==> run_1/cell_classes.png <==
Fill, decap, tap and diode cells in gray.
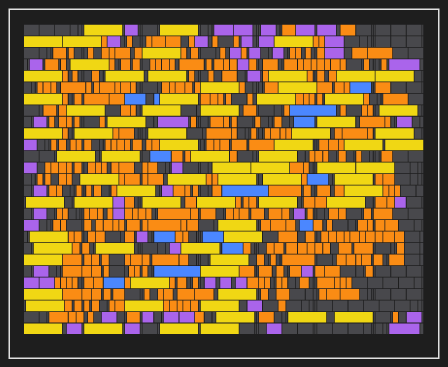
==> run_1/zoom.png <==
Scale bar: 20 um. Window x 0 to 50, y 0 to 50 um. Cells in gray, sequential cells in the stronger gray; small squares are vias.
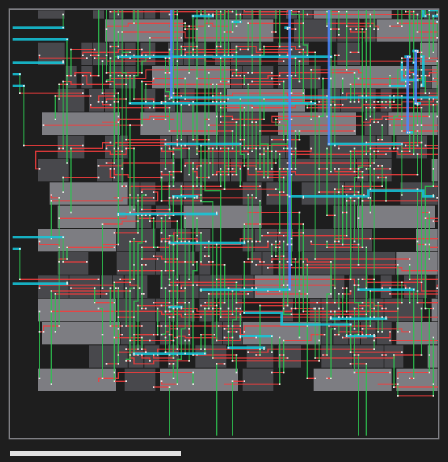
==> run_1/final_placement.png <==
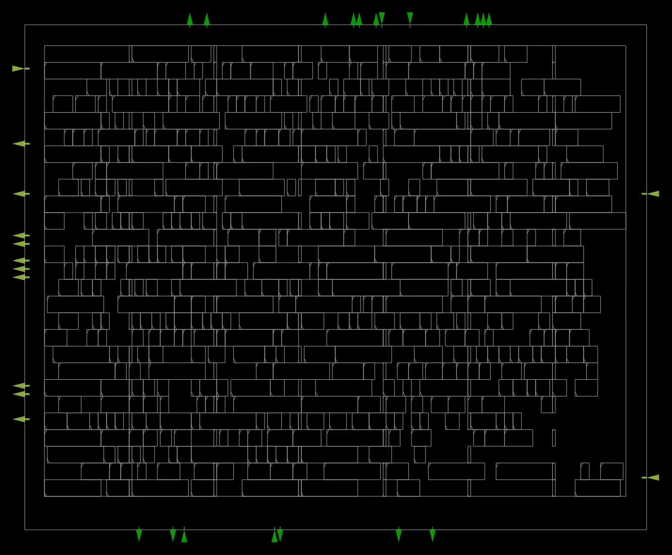
==> run_1/wire_density.png <==
Scale bar: 20 um. 20 x 16 tiles, from black (low) to pale yellow (high), scaled to the fullest tile. Values are wire area over tile area, all layers added.
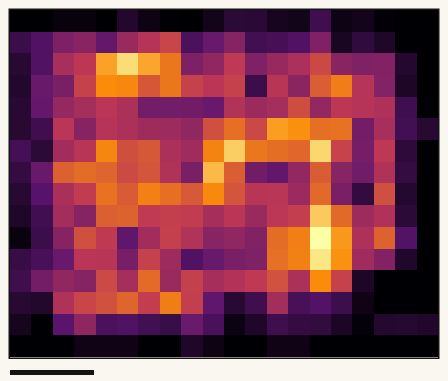
==> src/rtl/prog_seq_pkg.sv <==
// Shared types and defaults for the program sequencer.
package prog_seq_pkg;

  localparam int unsigned DEF_NUM_PROGS    = 3;
  localparam int unsigned DEF_START_CYCLES = 2;
  localparam logic [15:0] DEF_TIMEOUT      = 16'hFFFF;

  localparam int unsigned CNT_W = 16;
  localparam int unsigned IDX_W = 3;

  typedef enum logic [2:0] {
    ST_IDLE  = 3'd0,
    ST_START = 3'd1,
    ST_RUN   = 3'd2,
    ST_GAP   = 3'd3,
    ST_DONE  = 3'd4
  } state_e;

  // Increment that sticks at all-ones instead of wrapping.
  function automatic logic [CNT_W-1:0] sat_inc(input logic [CNT_W-1:0] v);
    return (v == {CNT_W{1'b1}}) ? v : v + CNT_W'(1);
  endfunction

endpackage

==> src/rtl/sat_counter.sv <==
// Saturating 16-bit cycle counter with synchronous clear and enable.
module sat_counter
  import prog_seq_pkg::*;
(
  input  logic             Clk,
  input  logic             Reset,
  input  logic             Clear,
  input  logic             En,
  output logic [CNT_W-1:0] Count
);

  logic [CNT_W-1:0] count_q;
  logic [CNT_W-1:0] count_d;

  // Clear wins over enable; enable counts up and sticks at the top.
  always_comb begin
    count_d = count_q;
    if (Clear) begin
      count_d = '0;
    end else if (En) begin
      count_d = sat_inc(count_q);
    end
  end

  // Count register.
  always_ff @(posedge Clk or posedge Reset) begin
    if (Reset) begin
      count_q <= '0;
    end else begin
      count_q <= count_d;
    end
  end

  assign Count = count_q;

endmodule

==> src/rtl/prog_sequencer.sv <==
// Runs NUM_PROGS programs back-to-back on a processor via a Start/Ack
// handshake, recording each program's run length or a timeout.
module prog_sequencer
  import prog_seq_pkg::*;
#(
  parameter int unsigned NUM_PROGS    = DEF_NUM_PROGS,
  parameter int unsigned START_CYCLES = DEF_START_CYCLES,
  parameter logic [15:0] TIMEOUT      = DEF_TIMEOUT
) (
  input  logic                 Clk,
  input  logic                 Reset,
  input  logic                 Go,
  output logic                 Start,
  input  logic                 Ack,
  output logic                 Busy,
  output logic                 Done,
  output logic [IDX_W-1:0]     ProgIdx,
  input  logic [IDX_W-1:0]     ResultSel,
  output logic [CNT_W-1:0]     ResultCycles,
  output logic [NUM_PROGS-1:0] TimeoutMask
);

  localparam int unsigned    SC_W     = (START_CYCLES > 1) ? $clog2(START_CYCLES) : 1;
  localparam logic [SC_W-1:0]  SC_LAST  = SC_W'(START_CYCLES - 1);
  localparam logic [IDX_W-1:0] IDX_LAST = IDX_W'(NUM_PROGS - 1);

  state_e state_q;
  state_e state_d;

  logic [SC_W-1:0]      scnt_q;
  logic [SC_W-1:0]      scnt_d;
  logic [IDX_W-1:0]     idx_q;
  logic [IDX_W-1:0]     idx_d;
  logic [CNT_W-1:0]     slots_q [NUM_PROGS];
  logic [CNT_W-1:0]     slots_d [NUM_PROGS];
  logic [NUM_PROGS-1:0] mask_q;
  logic [NUM_PROGS-1:0] mask_d;
  logic                 start_q;
  logic                 start_d;
  logic                 busy_q;
  logic                 busy_d;
  logic                 done_q;
  logic                 done_d;

  logic                 cnt_clear;
  logic                 cnt_en;
  logic [CNT_W-1:0]     run_cnt;
  logic [CNT_W-1:0]     run_val;
  logic                 ack_hit;
  logic                 to_hit;
  logic                 run_end;
  logic [CNT_W-1:0]     rd_data;

  // Run-length counter: held at zero outside RUN, counts every RUN cycle.
  sat_counter u_run_cnt (
    .Clk   (Clk),
    .Reset (Reset),
    .Clear (cnt_clear),
    .En    (cnt_en),
    .Count (run_cnt)
  );

  // Length including the current RUN cycle; Ack takes priority over timeout.
  assign run_val = sat_inc(run_cnt);
  assign ack_hit = (state_q == ST_RUN) && Ack;
  assign to_hit  = (state_q == ST_RUN) && !Ack && (run_val == TIMEOUT);
  assign run_end = ack_hit || to_hit;

  // State register.
  always_ff @(posedge Clk or posedge Reset) begin
    if (Reset) begin
      state_q <= ST_IDLE;
    end else begin
      state_q <= state_d;
    end
  end

  // Next-state logic.
  always_comb begin
    state_d = state_q;
    unique case (state_q)
      ST_IDLE: begin
        if (Go) begin
          state_d = ST_START;
        end
      end
      ST_START: begin
        if (scnt_q == SC_LAST) begin
          state_d = ST_RUN;
        end
      end
      ST_RUN: begin
        if (run_end) begin
          state_d = (idx_q == IDX_LAST) ? ST_DONE : ST_GAP;
        end
      end
      ST_GAP: begin
        state_d = ST_START;
      end
      ST_DONE: begin
        if (!Go) begin
          state_d = ST_IDLE;
        end
      end
      default: begin
        state_d = ST_IDLE;
      end
    endcase
  end

  // Output and datapath next values; flags are registered from state_d.
  always_comb begin
    scnt_d    = '0;
    idx_d     = idx_q;
    slots_d   = slots_q;
    mask_d    = mask_q;
    cnt_clear = (state_q != ST_RUN);
    cnt_en    = (state_q == ST_RUN);

    unique case (state_q)
      ST_IDLE: begin
        if (Go) begin
          idx_d  = '0;
          mask_d = '0;
          for (int i = 0; i < NUM_PROGS; i++) begin
            slots_d[i] = '0;
          end
        end
      end
      ST_START: begin
        if (scnt_q != SC_LAST) begin
          scnt_d = scnt_q + SC_W'(1);
        end
      end
      ST_RUN: begin
        for (int i = 0; i < NUM_PROGS; i++) begin
          if (idx_q == IDX_W'(i)) begin
            if (ack_hit) begin
              slots_d[i] = run_val;
            end else if (to_hit) begin
              slots_d[i] = TIMEOUT;
              mask_d[i]  = 1'b1;
            end
          end
        end
      end
      ST_GAP: begin
        idx_d = idx_q + IDX_W'(1);
      end
      default: begin
      end
    endcase

    start_d = (state_d == ST_START);
    busy_d  = (state_d == ST_START) || (state_d == ST_RUN) || (state_d == ST_GAP);
    done_d  = (state_d == ST_DONE);
  end

  // Datapath and output registers.
  always_ff @(posedge Clk or posedge Reset) begin
    if (Reset) begin
      scnt_q  <= '0;
      idx_q   <= '0;
      mask_q  <= '0;
      start_q <= 1'b0;
      busy_q  <= 1'b0;
      done_q  <= 1'b0;
      for (int i = 0; i < NUM_PROGS; i++) begin
        slots_q[i] <= '0;
      end
    end else begin
      scnt_q  <= scnt_d;
      idx_q   <= idx_d;
      mask_q  <= mask_d;
      start_q <= start_d;
      busy_q  <= busy_d;
      done_q  <= done_d;
      for (int i = 0; i < NUM_PROGS; i++) begin
        slots_q[i] <= slots_d[i];
      end
    end
  end

  // Result readback; unpopulated slot indices read as zero.
  always_comb begin
    rd_data = '0;
    for (int i = 0; i < NUM_PROGS; i++) begin
      if (ResultSel == IDX_W'(i)) begin
        rd_data = slots_q[i];
      end
    end
  end

  assign Start        = start_q;
  assign Busy         = busy_q;
  assign Done         = done_q;
  assign ProgIdx      = idx_q;
  assign ResultCycles = rd_data;
  assign TimeoutMask  = mask_q;

endmodule

==> config.mk <==
export PLATFORM = sky130hd
export DESIGN_NAME = prog_sequencer
export DESIGN_NICKNAME = d
export VERILOG_FILES = /design/src/rtl/prog_seq_pkg.sv /design/src/rtl/sat_counter.sv /design/src/rtl/prog_sequencer.sv
export SDC_FILE = /design/constraint.sdc
export NUM_CORES = 1
export LEC_CHECK = 0
export CAP_MARGIN = 30
export CORE_ASPECT_RATIO = 0.8
export CORE_MARGIN = 3
export CORE_UTILIZATION = 59
export DETAILED_ROUTE_END_ITERATION = 10
export PLACE_DENSITY = 0.79
export SYNTH_ARGS = -nofsm -noshare
export SYNTH_HDL_FRONTEND = slang
export SYNTH_SLANG_ARGS = --single-unit
==> constraint.sdc <==
create_clock -name Clk -period 3.55 [get_ports Clk]
set_clock_uncertainty 0.05 [all_clocks]
set_input_delay 0.8875 -clock Clk [delete_from_list [all_inputs] [get_ports Clk]]
set_output_delay 0.8875 -clock Clk [all_outputs]
set_load 0.02 [all_outputs]
==> flow_metrics.tcl, run 1 <==
# metrics dict for downstream scripts
set metrics [dict create \
    status "finished clean" \
    period_used_share 0.945 \
    top_cells_by_area "dfrtp_1 45%, nor2_1 11%, a21oi_1 7.1%" \
    yosys-stat-area_sq_mm 0.00429 \
    drc 0 \
    grt_pass1_vias 3746 \
    layout-drive-gt1-share 0.133 \
    clk_latency_ns 0.35 \
    cp-endpoint "ResultCycles[9]" \
    ys_ff 77 \
    syn_inst 484 \
    startpoint_type "input pin" \
    ant_nets 0 \
    use_met3 0.0596 \
    muxShareOfSynthArea 0.0397 \
    yosys.cell_count.top_type "nor2_1" \
    clockBufferDepth 2 \
    wl_per_cell_um 18.4 \
    post-place-ws_ns -0.0572 \
    syn_avg_cell_area_sq_um 8.87 \
    wl_met1_mm 4.98 \
    common_cells "128 x nor2_1, 77 x dfrtp_1, 61 x a21oi_1" \
]
Notes on cell_classes.png above:
- clock drivers and dummy loads: blue (cells 14; share of their area 4.6%)
- all other logic: orange (cells 382; share of their area 46%)
- flip-flops: yellow (cells 77; share of their area 39%)
- other buffers and delay cells: purple (cells 52; share of their area 10%)
post-route cell area: 0.00502 sq mm
Placement Rows: 27
core area: 0.00696 sq mm
Seq area share: 0.384
Core Util, Final: 0.721

Notes on zoom.png above:
- met1: red
- met3: cyan
- met4: blue
- met2: green
- most frequent: nor2_1 (31), dfrtp_1 (25), a21oi_1 (22)
- netlist names of flops here include: slots_q (11), ProgIdx (3), TimeoutMask (3)
- cells with their middle in the window: 173
- sequential cells in the window: 25

Notes on final_placement.png above:
tap cells: 87
flip-flops: 77

Notes on wire_density.png above:
- tiles over half the peak: 27%
- fullest tile: 0.64
- nearly empty tiles: 13%
- emptiest ninth of the die: bottom right
- mean over tiles: 0.22
GRT Util Overall: 0.288
via count: 3913

==> run 1: per-stage QoR <==
stage | instances | setup TNS, ns
final | 612 | 0
after global routing | 612 | 0
after CTS | 612 | 0
after detailed placement | 598 | -0.246
after global placement | 598 | 0
after floorplan | 484 | 0
==> run 1: worst max-delay path, stage by stage <==
cell and delay, ns:
clkdlybuf4s50_1 0.52, buf_12 0.19, mux2i_1 0.27, nor2_1 0.08, a21oi_1 0.12, nor2_1 0.04
dlygate4sd2_1 0.31
==> run 1: where the power goes <==
group	switching [mW]	total, mW	leakage (nW)	internal (mW)
logic	0.879	1.50	1.25	0.617
registers	0.244	1.44	0.977	1.20
clock network	0.321	0.782	0.112	0.461
total	1.44	3.72	2.34	2.28
==> run_1/registers.png <==
Other sequential cells in the stronger gray, the rest of the logic in the fainter gray.
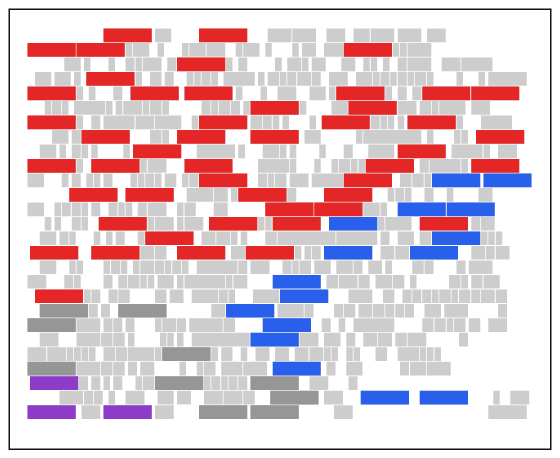

==> run 1 -> run 2 <==
--- a/config.mk
+++ b/config.mk
@@ -13,4 +13,5 @@
 export PLACE_DENSITY = 0.79
 export SYNTH_ARGS = -nofsm -noshare
 export SYNTH_HDL_FRONTEND = slang
+export SYNTH_HIERARCHICAL = 1
 export SYNTH_SLANG_ARGS = --single-unit
==> run_2/registers.png <==
Other sequential cells in the stronger gray, the rest of the logic in the fainter gray.
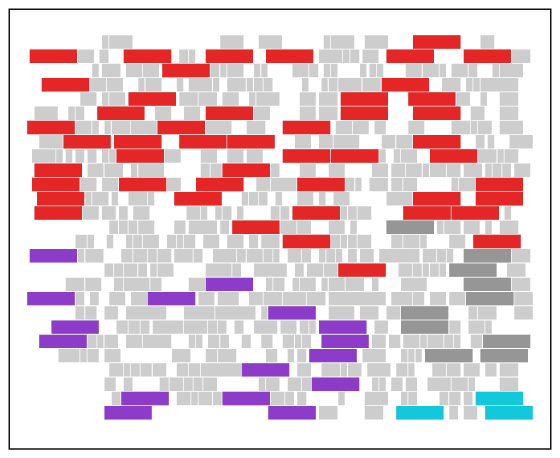
- slots_q: red (placed flops 48)
- u_run_cnt/Count: purple (placed flops 16)
- ProgIdx: cyan (placed flops 3)
- not colored: 10
Core Util, Final: 0.718
Seq area share: 0.378
Reg area: 0.00193 sq mm
Sequential Power: 1.27 mW

==> run_2/cell_classes.png <==
Fill, decap, tap and diode cells in gray.
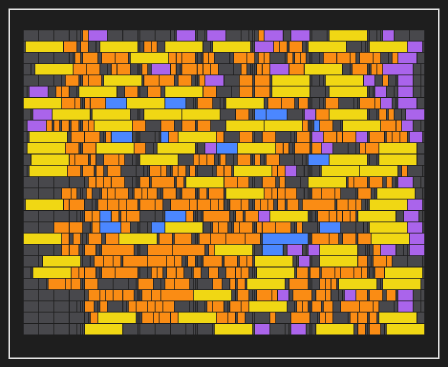
- flip-flops: yellow (cells 77; share of their area 39%)
- all other logic: orange (cells 355; share of their area 48%)
- clock drivers and dummy loads: blue (cells 16; share of their area 4.0%)
- other buffers and delay cells: purple (cells 48; share of their area 9.8%)
core area: 0.00709 sq mm
post-route cell area: 0.00509 sq mm

==> run 2 against run 1 <==
  * Setup slack improved by 0.011 ns
  * Sequential share of layout area decreased by 0.56 points
  * Worst hold slack got worse by 0.025 ns
  * Combinational power decreased by 41%
  * Global-route usage decreased by 1.1 points
  * Cell area increased by 1.5%
  * Die size increased by 3.3%
  * Register-to-register slack got worse by 0.18 ns
  * Sequential cell count unchanged
  * Critical path type unchanged
  * Critical endpoint is now ResultCycles[4]
  * Largest cell class unchanged
  * Largest power group is now registers
==> flow_metrics.tcl, run 2 <==
# metrics dict for downstream scripts
set metrics [dict create \
    status "finished clean" \
    yosysWarnings 6 \
    fillers 528 \
    ant_nets 0 \
    final.setup.tns_ns 0 \
    nMultiInputCombCells 345 \
    top_cells_by_area "dfrtp_1 43%, a22o_1 7.3%, nor2_1 4.3%" \
    power_mw 2.84 \
    largest_register_ffs 48 \
    instances_no_fill 583 \
    slowest_stage "clkdlybuf4s50_1" \
    p_sw_frac 0.348 \
    period_used_share 0.942 \
    wl_per_cell_um 19.5 \
    cp-endpoint "ResultCycles[4]" \
    n_tap_cell 87 \
    grt_max_degree 35 \
    grt_use_total 0.277 \
    flops 77 \
    std_cell_rows 27 \
    clk_latency_ns 0.35 \
    common_cells "77 x dfrtp_1, 51 x nor2_1, 37 x a22o_1, 37 x nand2_1, 35 x a21oi_1" \
    crit_top_cell "nor2_1" \
    yosys-stat-area_sq_mm 0.00444 \
    seqPwrFrac 0.449 \
    clockBufferDepth 2 \
    post-place-ws_ns -0.0232 \
    syn_avg_cell_area_sq_um 9.66 \
    worst-path-max-fanout 17 \
    h-tree-depth 3 \
    drc 0 \
    pwr-share-clk 0.239 \
    crit_buf_inv 3 \
    ys_ff 77 \
    startpoint_type "input pin" \
    crit_family "buffers and inverters" \
    layout-drive-gt1-share 0.117 \
    combinationalPowerShare 0.312 \
    num_vias 3867 \
    crit_path_cell_trace "clkdlybuf4s50_1 -> buf_12 -> mux2i_1 -> nor2_1 -> a21oi_1 -> nor2_1 -> dlygate4sd2_1" \
    place_inst 567 \
    syn_inst 460 \
    grt_pass1_vias 3744 \
]
[run 2: logic make-up after synthesis]
family	Yosys count	share of synthesized area
buffers and inverters	38	0.0419
xor gates and xnor gates	9	0.0177
and+or+nand+nor	177	0.225
adders and majority gates	6	0.0169
muxes	19	0.0431
AOI/OAI and AO/OA	134	0.222
DFF	77	0.434
[run 2: power by group through the flow]
stage / clock [mW] / combinational, mW / sequential, mW
after floorplan: 0 / 0.613 / 1.25
after global placement: 0 / 0.859 / 1.27
after detailed placement: 0 / 0.882 / 1.28
after CTS: 0.684 / 0.885 / 1.27
after global routing: 0.724 / 0.984 / 1.30
final: 0.678 / 0.886 / 1.27
[run 2: per-layer routing]
layer,wire length [um],vias up
met3,898,18
met4,133,0
met1,5110,1904
met2,5210,174
met5,0,-
li1,-,1771
==> run_2/zoom.png <==
Scale bar: 20 um. Window x 1 to 51, y 0 to 50 um. Cells in gray, sequential cells in the stronger gray; small squares are vias.
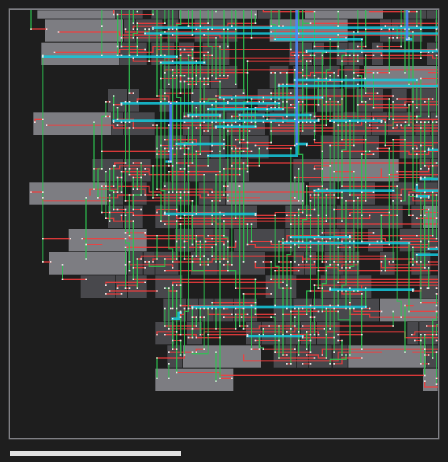

==> run 2 -> run 3 <==
--- a/config.mk
+++ b/config.mk
@@ -7,7 +7,6 @@
 export LEC_CHECK = 0
 export CAP_MARGIN = 30
 export CORE_ASPECT_RATIO = 0.8
-export CORE_MARGIN = 3
 export CORE_UTILIZATION = 59
 export DETAILED_ROUTE_END_ITERATION = 10
 export PLACE_DENSITY = 0.79
==> constraint.sdc (replaced) <==
create_clock -name Clk -period 3.1 [get_ports Clk]
set_clock_uncertainty 0.05 [all_clocks]
set_input_delay 0.775 -clock Clk [delete_from_list [all_inputs] [get_ports Clk]]
set_output_delay 0.775 -clock Clk [all_outputs]
set_load 0.02 [all_outputs]
==> run_3/zoom.png <==
Scale bar: 20 um. Window x 0 to 50, y 0 to 50 um. Cells in gray, sequential cells in the stronger gray; small squares are vias.
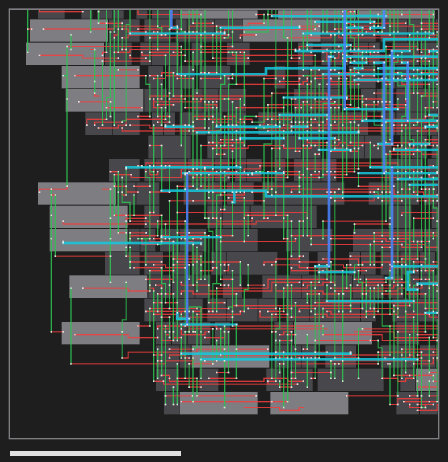
- met4: blue
- met2: green
- met1: red
- met3: cyan
- most frequent: nand2_1 (18), nand3_1 (14), dfrtp_1 (14)
- netlist names of flops here include: u_run_cnt/Count (9), slots_q (5)
- sequential cells in the window: 14
- cells with their middle in the window: 176

==> run 3 against run 2 <==
  * Sequential power increased by about 10%
  * Critical endpoint is now ResultCycles[5]
  * Final cell count increased by 1.7%
  * Register-to-register slack worse by 0.06 ns
  * Synthesized area is the same
  * Largest power group unchanged
  * Largest cell class unchanged
  * Critical path depth unchanged
  * Synthesized cell count is the same
==> flow_metrics.tcl, run 3 <==
# metrics dict for downstream scripts
set metrics [dict create \
    crit_path_cell_trace "clkdlybuf4s50_1 -> inv_1 -> nor2_1 -> buf_4 -> a21oi_1 -> nor2_1 -> dlygate4sd2_1" \
    crit_top_cell "nor2_1" \
    crit_buf_inv 4 \
    met2_length_mm 5.07 \
    flops 77 \
    yosys-stat-area_sq_mm 0.00444 \
    synthAoiAreaFrac 0.222 \
    num_vias 3901 \
    largest_register_ffs 48 \
    synth-simple-area-share 0.225 \
    crit_family "buffers and inverters" \
    std_cell_rows 27 \
    nMultiInputCombCells 345 \
    slowest_stage "clkdlybuf4s50_1" \
    numCtsBuffers 9 \
    wl_mm 11.3 \
    grt_pass1_vias 3586 \
    p_leak_nw 2.36 \
    syn_inst 460 \
    common_cells "77 x dfrtp_1, 51 x nor2_1, 37 x a22o_1, 37 x nand2_1, 35 x a21oi_1" \
    h-tree-depth 3 \
    top_layer "met4" \
    synth_adder_area_share 0.0169 \
    drc 0 \
    syn_avg_cell_area_sq_um 9.66 \
    rsz0062_at_grt "false" \
    dr_wl_met3_um 887 \
    status "finished clean" \
    ant_nets 0 \
    cp-endpoint "ResultCycles[5]" \
    core_sq_mm 0.00709 \
    finalSetupViolCount 0 \
    seq_area_sq_mm 0.00193 \
    n_tap_cell 87 \
    ys_sh_xor 0.0177 \
    met2_usage 0.458 \
    power_mw 3.42 \
    clk_latency_ns 0.36 \
    final_area_sq_mm 0.00522 \
    yosysWarnings 6 \
    fillers 528 \
    layout-drive-gt1-share 0.142 \
    worst-path-max-fanout 11 \
    edf_count 0 \
    grt_use_total 0.304 \
    grt_max_degree 43 \
    muxShareOfSynthArea 0.0431 \
    synthTopLogicFamily "simple AND/OR/NAND/NOR gates" \
    ys_ff 77 \
]
==> run_3/final_placement.png <==
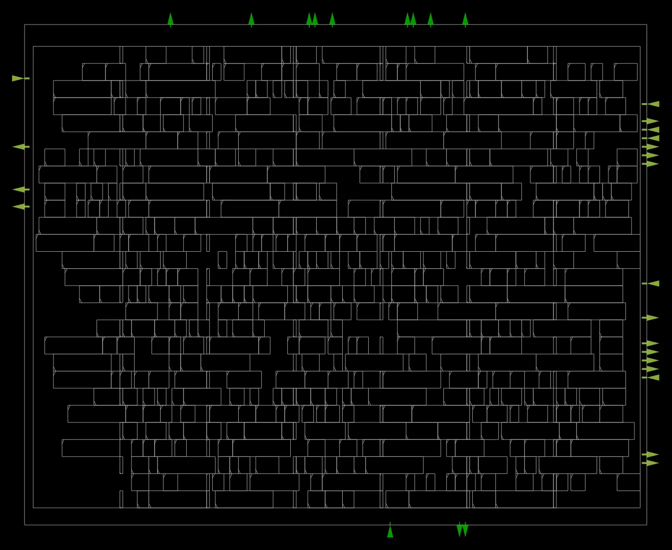
Core Util, Final: 0.735
Seq area share: 0.369

run 3: cell counts after synthesis:
Identical to the previous run, type by type.
run 3: stage by stage:
step                      utilization  TNS [ns]  std cells  worst slack (ns)
after detailed placement        0.697     -2.82        574            -0.221
after global routing            0.735         0        593           0.00732
after global placement          0.697     -2.56        574            -0.208
final                           0.735         0        593            0.0998
after CTS                       0.735         0        593           0.00205
after floorplan                     -         0        460             0.125
run 3: report_power, final:
group	total, mW	internal [mW]	switching (mW)
Combinational	1.03	0.469	0.564
Clock	0.936	0.539	0.397
Sequential	1.46	1.26	0.191
run 3: what timing repair did:
item,CTS,global route
setup buffers,2,0
endpoints found under the setup margin,16,20
gates cloned,1,0
resized,17,7
Power is estimated from default activity; no workload was simulated.
